--- src/rtl/mips_mem_pkg.sv ---
// Shared definitions for the MIPS unified-memory port arbiter.
//   arb_state_e : arbiter FSM encoding. IDLE, FETCH and DATA have fixed codes so that
//                 waveforms and other blocks can decode them directly.
//   *_DEF       : default widths and data-burst limit used by mem_port_arbiter.
package mips_mem_pkg;

    typedef enum logic [1:0] {
        ARB_IDLE  = 2'b00,
        ARB_FETCH = 2'b01,
        ARB_DATA  = 2'b10
    } arb_state_e;

    localparam int ADDR_W_DEF         = 32;
    localparam int DATA_W_DEF         = 32;
    localparam int MAX_DATA_BURST_DEF = 4;

endpackage

--- src/rtl/arb_starve_counter.sv ---
// Starvation guard for mem_port_arbiter. It is only instantiated when the macro
// ARB_STARVE_GUARD_EN is defined.
// The block counts data grants that are made while a fetch is waiting. A fetch grant
// clears the count. Once the count reaches MAX_DATA_BURST with a fetch still pending,
// force_fetch_o tells the arbiter to grant the fetch ahead of data.
// Ports:
//   clk, rst_n     : clock and asynchronous active-low reset
//   data_grant_i   : the arbiter grants a data access this cycle
//   fetch_grant_i  : the arbiter grants a fetch this cycle
//   if_pending_i   : a fetch request is waiting
//   force_fetch_o  : the next IDLE grant must go to the fetch
module arb_starve_counter #(
    parameter int MAX_DATA_BURST = 4
) (
    input  logic clk,
    input  logic rst_n,
    input  logic data_grant_i,
    input  logic fetch_grant_i,
    input  logic if_pending_i,
    output logic force_fetch_o
);

    localparam int CNT_W = $clog2(MAX_DATA_BURST + 1);

    logic [CNT_W-1:0] cnt_q, cnt_d;

    always_comb begin
        cnt_d = cnt_q;
        if (fetch_grant_i) begin
            cnt_d = '0;
        end else if (data_grant_i && if_pending_i && (cnt_q != CNT_W'(MAX_DATA_BURST))) begin
            cnt_d = cnt_q + CNT_W'(1);
        end
    end

    always_ff @(posedge clk or negedge rst_n) begin
        if (!rst_n) cnt_q <= '0;
        else        cnt_q <= cnt_d;
    end

    assign force_fetch_o = if_pending_i && (cnt_q == CNT_W'(MAX_DATA_BURST));

endmodule

--- src/rtl/mem_port_arbiter.sv ---
// Arbiter that shares one memory port between instruction fetch (IF) and load/store (MEM).
// Data requests win in IDLE because they belong to the older instruction. The arbiter
// latches one transaction at the grant edge and holds it until mem_ack. Every transaction
// is followed by one IDLE cycle. When IFflush hits an in-flight fetch, the memory access
// still completes, but the fetch never raises if_ready.
// Optional feature: define ARB_STARVE_GUARD_EN to stop a data stream from holding off a
// pending fetch for more than MAX_DATA_BURST grants in a row.
// Ports:
//   clk, rst_n                          : clock, asynchronous active-low reset
//   if_req/if_addr/if_flush             : fetch request, PC, fetch cancel
//   if_rdata/if_ready                   : fetched word, 1-cycle completion
//   dm_read/dm_write/dm_addr/dm_wdata   : load/store request
//   dm_rdata/dm_ready                   : load data, 1-cycle completion
//   mem_req/mem_we/mem_addr/mem_wdata   : request to memory (held until mem_ack)
//   mem_rdata/mem_ack                   : memory response
//   stall_if/stall_mem                  : freeze signals for the hazard unit
module mem_port_arbiter
    import mips_mem_pkg::*;
#(
    parameter int ADDR_W         = ADDR_W_DEF,
    parameter int DATA_W         = DATA_W_DEF,
    parameter int MAX_DATA_BURST = MAX_DATA_BURST_DEF
) (
    input  logic              clk,
    input  logic              rst_n,
    input  logic              if_req,
    input  logic [ADDR_W-1:0] if_addr,
    input  logic              if_flush,
    output logic [DATA_W-1:0] if_rdata,
    output logic              if_ready,
    input  logic              dm_read,
    input  logic              dm_write,
    input  logic [ADDR_W-1:0] dm_addr,
    input  logic [DATA_W-1:0] dm_wdata,
    output logic [DATA_W-1:0] dm_rdata,
    output logic              dm_ready,
    output logic              mem_req,
    output logic              mem_we,
    output logic [ADDR_W-1:0] mem_addr,
    output logic [DATA_W-1:0] mem_wdata,
    input  logic [DATA_W-1:0] mem_rdata,
    input  logic              mem_ack,
    output logic              stall_if,
    output logic              stall_mem
);

    arb_state_e        state_q, state_d;
    logic [ADDR_W-1:0] addr_q, addr_d;
    logic [DATA_W-1:0] wdata_q, wdata_d;
    logic              we_q, we_d;
    logic              flush_pending_q, flush_pending_d;
    logic              data_req;
    logic              force_fetch;

    // When both strobes are set, the request is treated as a store.
    assign data_req = dm_read | dm_write;

`ifdef ARB_STARVE_GUARD_EN
    logic data_grant;
    logic fetch_grant;

    assign data_grant  = (state_q == ARB_IDLE) && (state_d == ARB_DATA);
    assign fetch_grant = (state_q == ARB_IDLE) && (state_d == ARB_FETCH);

    arb_starve_counter #(
        .MAX_DATA_BURST(MAX_DATA_BURST)
    ) u_starve (
        .clk          (clk),
        .rst_n        (rst_n),
        .data_grant_i (data_grant),
        .fetch_grant_i(fetch_grant),
        .if_pending_i (if_req),
        .force_fetch_o(force_fetch)
    );
`else
    assign force_fetch = 1'b0;
`endif

    always_comb begin
        state_d         = state_q;
        addr_d          = addr_q;
        wdata_d         = wdata_q;
        we_d            = we_q;
        flush_pending_d = flush_pending_q;
        case (state_q)
            ARB_IDLE: begin
                if (data_req && !force_fetch) begin
                    state_d = ARB_DATA;
                    addr_d  = dm_addr;
                    wdata_d = dm_wdata;
                    we_d    = dm_write;
                end else if (if_req) begin
                    state_d = ARB_FETCH;
                    addr_d  = if_addr;
                    we_d    = 1'b0;
                end
            end
            ARB_FETCH: begin
                if (if_flush) flush_pending_d = 1'b1;
                if (mem_ack) begin
                    state_d         = ARB_IDLE;
                    flush_pending_d = 1'b0;
                end
            end
            ARB_DATA: begin
                if (mem_ack) state_d = ARB_IDLE;
            end
            default: state_d = ARB_IDLE;
        endcase
    end

    always_ff @(posedge clk or negedge rst_n) begin
        if (!rst_n) begin
            state_q         <= ARB_IDLE;
            addr_q          <= '0;
            wdata_q         <= '0;
            we_q            <= 1'b0;
            flush_pending_q <= 1'b0;
        end else begin
            state_q         <= state_d;
            addr_q          <= addr_d;
            wdata_q         <= wdata_d;
            we_q            <= we_d;
            flush_pending_q <= flush_pending_d;
        end
    end

    // mem_req is decoded from the registered state. Asserting reset forces the state
    // to IDLE, so mem_req drops at once without waiting for a clock edge.
    assign mem_req   = (state_q != ARB_IDLE);
    assign mem_we    = we_q;
    assign mem_addr  = addr_q;
    assign mem_wdata = wdata_q;

    // A flush that arrives in the same cycle as the ack must still suppress the fetch.
    assign if_ready  = (state_q == ARB_FETCH) && mem_ack && !flush_pending_q && !if_flush;
    assign dm_ready  = (state_q == ARB_DATA) && mem_ack;
    assign if_rdata  = mem_rdata;
    assign dm_rdata  = mem_rdata;

    assign stall_if  = if_req & ~if_ready;
    assign stall_mem = data_req & ~dm_ready;

endmodule

--- config.mk ---
export PLATFORM = sky130hd
export DESIGN_NAME = mem_port_arbiter
export DESIGN_NICKNAME = d
export VERILOG_FILES = /design/src/rtl/mips_mem_pkg.sv /design/src/rtl/arb_starve_counter.sv /design/src/rtl/mem_port_arbiter.sv
export SDC_FILE = /design/constraint.sdc
export NUM_CORES = 1
export LEC_CHECK = 0
export ABC_AREA = 1
export CAP_MARGIN = 20
export CORE_MARGIN = 10
export CORE_UTILIZATION = 38
export CTS_BUF_LIST = sky130_fd_sc_hd__clkbuf_8
export CTS_CLUSTER_SIZE = 20
export DETAILED_ROUTE_END_ITERATION = 10
export GPL_TIMING_DRIVEN = 0
export PLACE_DENSITY = 0.95
export SYNTH_ARGS = -nofsm -noshare
export SYNTH_HDL_FRONTEND = slang
export SYNTH_SLANG_ARGS = --single-unit
--- constraint.sdc ---
create_clock -name clk -period 2.15 [get_ports clk]
set_input_delay 0.43 -clock clk [delete_from_list [all_inputs] [get_ports clk]]
set_output_delay 0.43 -clock clk [all_outputs]
set_load 0.01 [all_outputs]
==> git commit body, run 1 <==
Update PnR metrics after Yosys + OpenROAD run

- The run finished with clean final reports.
- In the final report, the number of hold violations comes to 0.
- Post-layout minimum cycle time: approximately 2100 ps
- The OpenROAD report gives the critical path a data arrival time of 1620 ps.
- On the final layout, the worst hold slack is 215 ps.
- Tally of OpenROAD warnings: 28
- X dimension of the die: 117 µm
* Cells on worst reg2reg path: 8
- The script reports the combined buffer and inverter count of the critical path as 3.
- Synthesis inferred 68 register bits.
- For this run, asynchronously set or reset flops after synthesis account for 1.00.
* WL met2: 7610 µm
* Cell chain of the critical path: clkdlybuf4s50_1, nor2_4, buf_2, nor2_1, dlygate4sd2_1
- The report lists the power per cell area as between 1000 and 1500 nW/µm².
* # Cells Yosys: 476
- The share of total power dissipated in combinational logic is 0.508.
- In the setup report, the worst path falls into the class in2out.
* TritonCTS clock tree: done
- The switching portion of total power comes to 0.367.
* Cell area after layout: 6300 µm²
- Grouping stages by cell kind, the critical path spends the most delay in buffers and inverters.
- After global routing the overflow that remains totals 0.
- After synthesis, the share of cell area in mux cells is 0.
- The startpoint identified for the worst register-to-register timing path is state_q[0]$_DFFE_PN0P_.
* Synthesized net count: 614
* Clock network power: 1.15 mW
- The report puts the hold buffer count at CTS at 0.
- Routability Congestion: between 0.7 and 0.8
- The share of the Yosys chip area taken by registers is 0.476.
- Setup violations remaining at the end of the flow were counted as 0.
- The area fraction of the largest cell type after synthesis is 0.476.
- Maximum achievable frequency: approximately 500 MHz
* Critical R2R Capture: mem_wdata[26]$_DFFE_PN0P_
- Routed wire length on met3: 1210 µm
* Avg Inst Size Synth: 7.51 µm²
- Vertical die dimension: about 120 µm
- Top Layer Used: met4
- CP Capture Point: stall_mem
* Most used standard cells in the synthesized netlist: sky130_fd_sc_hd__nand2_1, sky130_fd_sc_hd__dfrtp_1, sky130_fd_sc_hd__buf_4
* Routed wire length: 14000 µm
- Input and output buffers added on the ports amount to 236.
* DRC violation count after routing: 0
- Total Neg Setup Slack: 0 ps
run 1: area by class of cell:
| type | instances | area [µm²] |
|---|---|---|
| Clock inverter | 7 | 92.6 |
| Sequential cell | 68 | 1700 |
| Fill cell | 712 | 2900 |
| Buffer | 82 | 597 |
| Timing Repair Buffer | 237 | 2360 |
| Clock buffer | 9 | 124 |
| Multi-Input combinational cell | 314 | 1240 |
| Tap cell | 111 | 139 |
| Inverter | 12 | 45.0 |
run 1: kinds of logic (layout without fill, tap and decap cells):
family	count (synthesis)	after routing
AND-OR/OR-AND	2	2
adder cells (fa/ha/maj)	3	3
buffers and inverters	94	347
flip-flops	68	68
AND/OR/NAND/NOR	309	309
run 1: state kept, by name (all words and copies together), names as in the netlist:
name and cells:
mem_wdata 32, mem_addr 32, flush_pending_q 1, state_q 2, mem_we 1
**Run 1: M2 wires**

Scale: 3 px per µm.
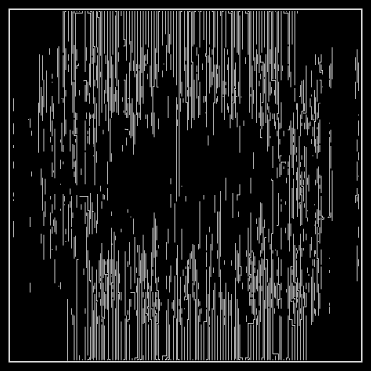
- nets with wire on the layer: 703
- wire length on this layer: 7610 µm
- main direction: vertical

**Run 1: congestion heat map**

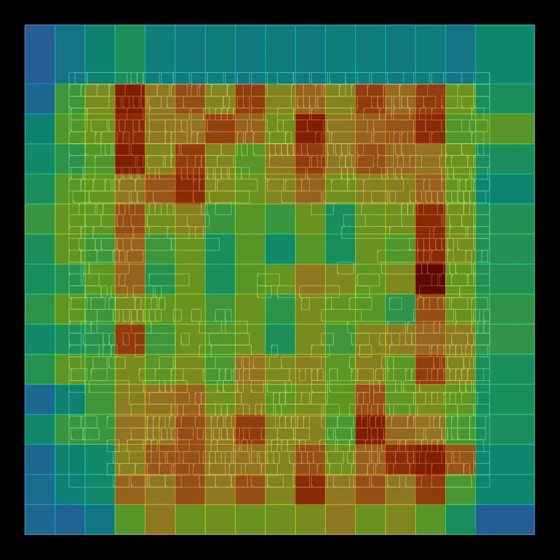
most used routing layer in global routing: met2
met3 GRT Util: 0.0678
final core area utilization: 0.685

**Run 1: sequential cells coloured by netlist name**

Scale: 3 px per µm. Other sequential cells in the stronger grey, the rest of the logic in the fainter grey.
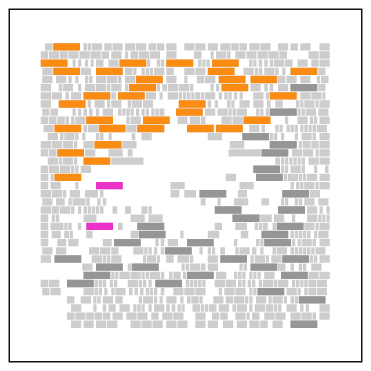
- `state_q`: magenta (flops 2)
- `mem_wdata`: orange (flops 32)
flop share of the area: 0.270
power in sequential cells: 2.24 mW
FF+latch area: 1700 µm²

==> run 2: changes to the inputs <==
ABC_AREA = default   (was 1)
CORE_UTILIZATION = 37   (was 38)
CTS_BUF_LIST = default   (was sky130_fd_sc_hd__clkbuf_8)
**Run 2: sequential cells coloured by netlist name**

Scale: 3 px per µm. Other sequential cells in the stronger grey, the rest of the logic in the fainter grey.
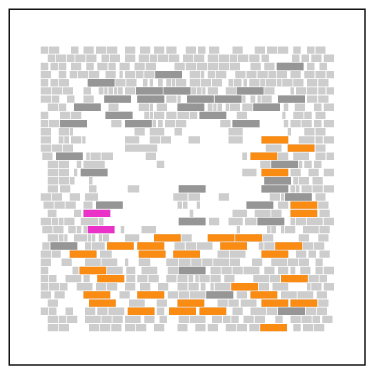
- `state_q`: magenta (flops 2)
- `mem_wdata`: orange (flops 32)
- not coloured: 34
power in sequential cells: 2.31 mW
final core area utilization: 0.671
flop share of the area: 0.272

**Run 2: sizing map**

Scale: 4 px per µm.
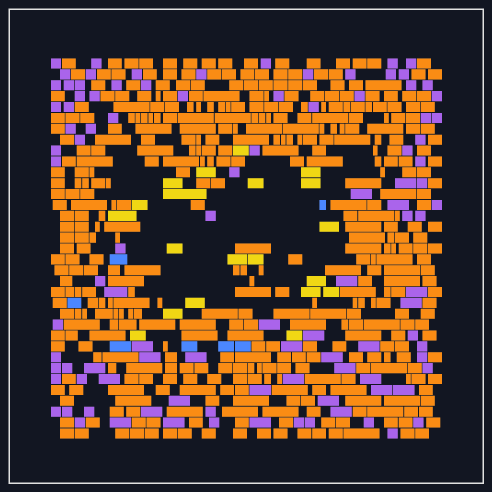
- _0 and _1 cells: orange (cells 421; share 77%)
- _2 cells: blue (cells 7; share 1.3%)
- _3 and _4 cells: purple (cells 100; share 18%)
- _6 and larger: yellow (cells 20; share 3.6%)
total of plain and repair buffers excluding clock buffers: 313
cell area after layout: 6260 µm²

==> run 2 against run 1 <==
Compared with the run above: register-to-register slack improved by 90 ps; via count is 17% lower; synthesized cell count down 37%; highest routed layer unchanged; largest power group unchanged; largest cell class unchanged; design area is 0.60% lower; clock skew decreased by 8.3 ps.
==> git commit body, run 2 <==
Update PnR metrics after Yosys + OpenROAD run

- The flow ran to the end, and the final reports show no timing, DRC or antenna violations.
- The die width is 118 µm (+0.94%).
- Routed wire length: 12700 µm (-9.1%)
- Critical R2R Capture: mem_wdata[15]$_DFFE_PN0P_
* TritonCTS clock tree: done
* Synth async-reset ratio: 1.00 (unchanged)
- The remaining global-route overflow came to 0 (unchanged).
* Launching point of the worst reg2reg path: state_q[1]$_DFFE_PN0P_
- The achievable frequency came to 484 MHz (-0.52%).
- The total met2 wirelength after detailed routing was 6890 µm (-9.4%).
* Total buffers and inverters traversed by the critical path: 3 (unchanged)
* Routed wire length on met3: 1120 µm (-7.6%)
- Count of filler cells inserted in the layout: 697 (-2.1%)
* Met3 GRT Util: 0.0676 (-0.000162)
- The number of nets at floorplan is 436 (-29%).
* Tally of OpenROAD warnings: 29 (+3.6%)
- Vertical die dimension: 118 µm (+0.94%)
- The number of flip-flops and latches in the synthesized netlist was 68 (unchanged).
- Portion of the layout cell area used by non-clock buffers: 0.472 (+0.00222)
- The run reported a max-capacitance violation count of 0.
* Share of synthesized area occupied by flip-flops and latches: 0.478 (+0.00201)
- Part of the power in combinational logic: 0.549 (+0.041)
- In the final design, more cell area goes to buffers than to any other class.
- FF+latch area: 1700 µm² (unchanged)
- Critical path class: reg2out
- Number of failing setup endpoints in the final timing report: 0 (unchanged)
* Number of multi-input combinational cells: 149 (-53%)
- The share of cell area taken by muxes after synthesis came to 0.222 (+0.222).
- Kind of cell with the highest combined delay on the critical path: buffers and inverters
- # port buffers: 235 (-0.42%)
* Clock network power: 1.02 mW (-10%)
* CP Capture Point: mem_req
* Avg Inst Size Synth: 11.9 µm² (+59%)
* Clk_buf instances: 13 (+4)
- After global routing, the most crowded layer is met2.
* Final Hold Vio Count: 0 (unchanged)
* DRC violation count after routing: 0 (unchanged)
- Sorting the synthesized cells by how often they occur yields sky130_fd_sc_hd__buf_4, sky130_fd_sc_hd__dfrtp_1, sky130_fd_sc_hd__nand2_1.
* Power Dens Cells: 1180 nW/µm² (+7.6%)
- The routability congestion estimate from global placement is 0.751 (-4.5%).
- The clock buffer and inverter area fraction after layout is 0.0294 (-0.00499).
- For reference, the critical path cell chain is inv_1, ha_2, inv_1, clkdlybuf4s50_1.
- The post-synthesis cell count from yosys was 298 (-37%).
- Max IR drop VDD: 0.572 mV
* Num sequential: 68 (unchanged)
* Cells on worst reg2reg path: 5 (-3)
* Post-layout minimum cycle time: 2060 ps (+10.7 ps)
- Top Layer Used: met4
- Total Neg Setup Slack: 0 ps (unchanged)
**Run 2: zoomed window**

Window x 47 to 72, y 47 to 72 µm. Cells in grey, sequential cells in the stronger grey; small squares are vias.
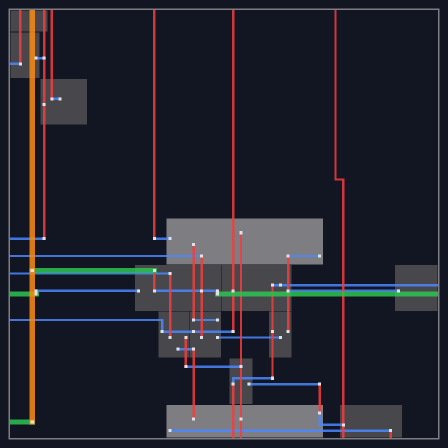
- metal 1: blue
- metal 4: orange
- metal 3: green
- metal 2: red
- netlist names of flops here include: `mem_addr` (2)
- cells with their middle in the window: 11
- sequential cells in the window: 2

## run 2: netlist changes by cell type after synthesis, sizes merged, moves of 2 or more
cell,change
inv,-9
o21ai,+31
nand2,-269
mux2i,+32
buf,-5
nor2b,+2
mux2,+32
a21oi,+4
## run 2: per-stage QoR
stage           util  hold slack, ps  setup slack [ps]  instance area [µm²]  total power, mW
6_report       0.671             213              85.4                 6260             7.37
5_1_grt        0.671             283             -20.9                 6260             7.80
4_1_cts        0.671             235              56.0                 6260             7.46
3_5_place_dp   0.651             474              -377                 6070             6.43
3_3_place_gp   0.651             461             -1510                 6070             6.27
2_1_floorplan      -             134               604                 3560             4.29
## run 2: repair_timing
item,CTS,global route
setup endpoints to repair,5,1
gates resized,9,0
hold buffers,0,0
No activity file was given, so power comes from the tool's default toggle rates.
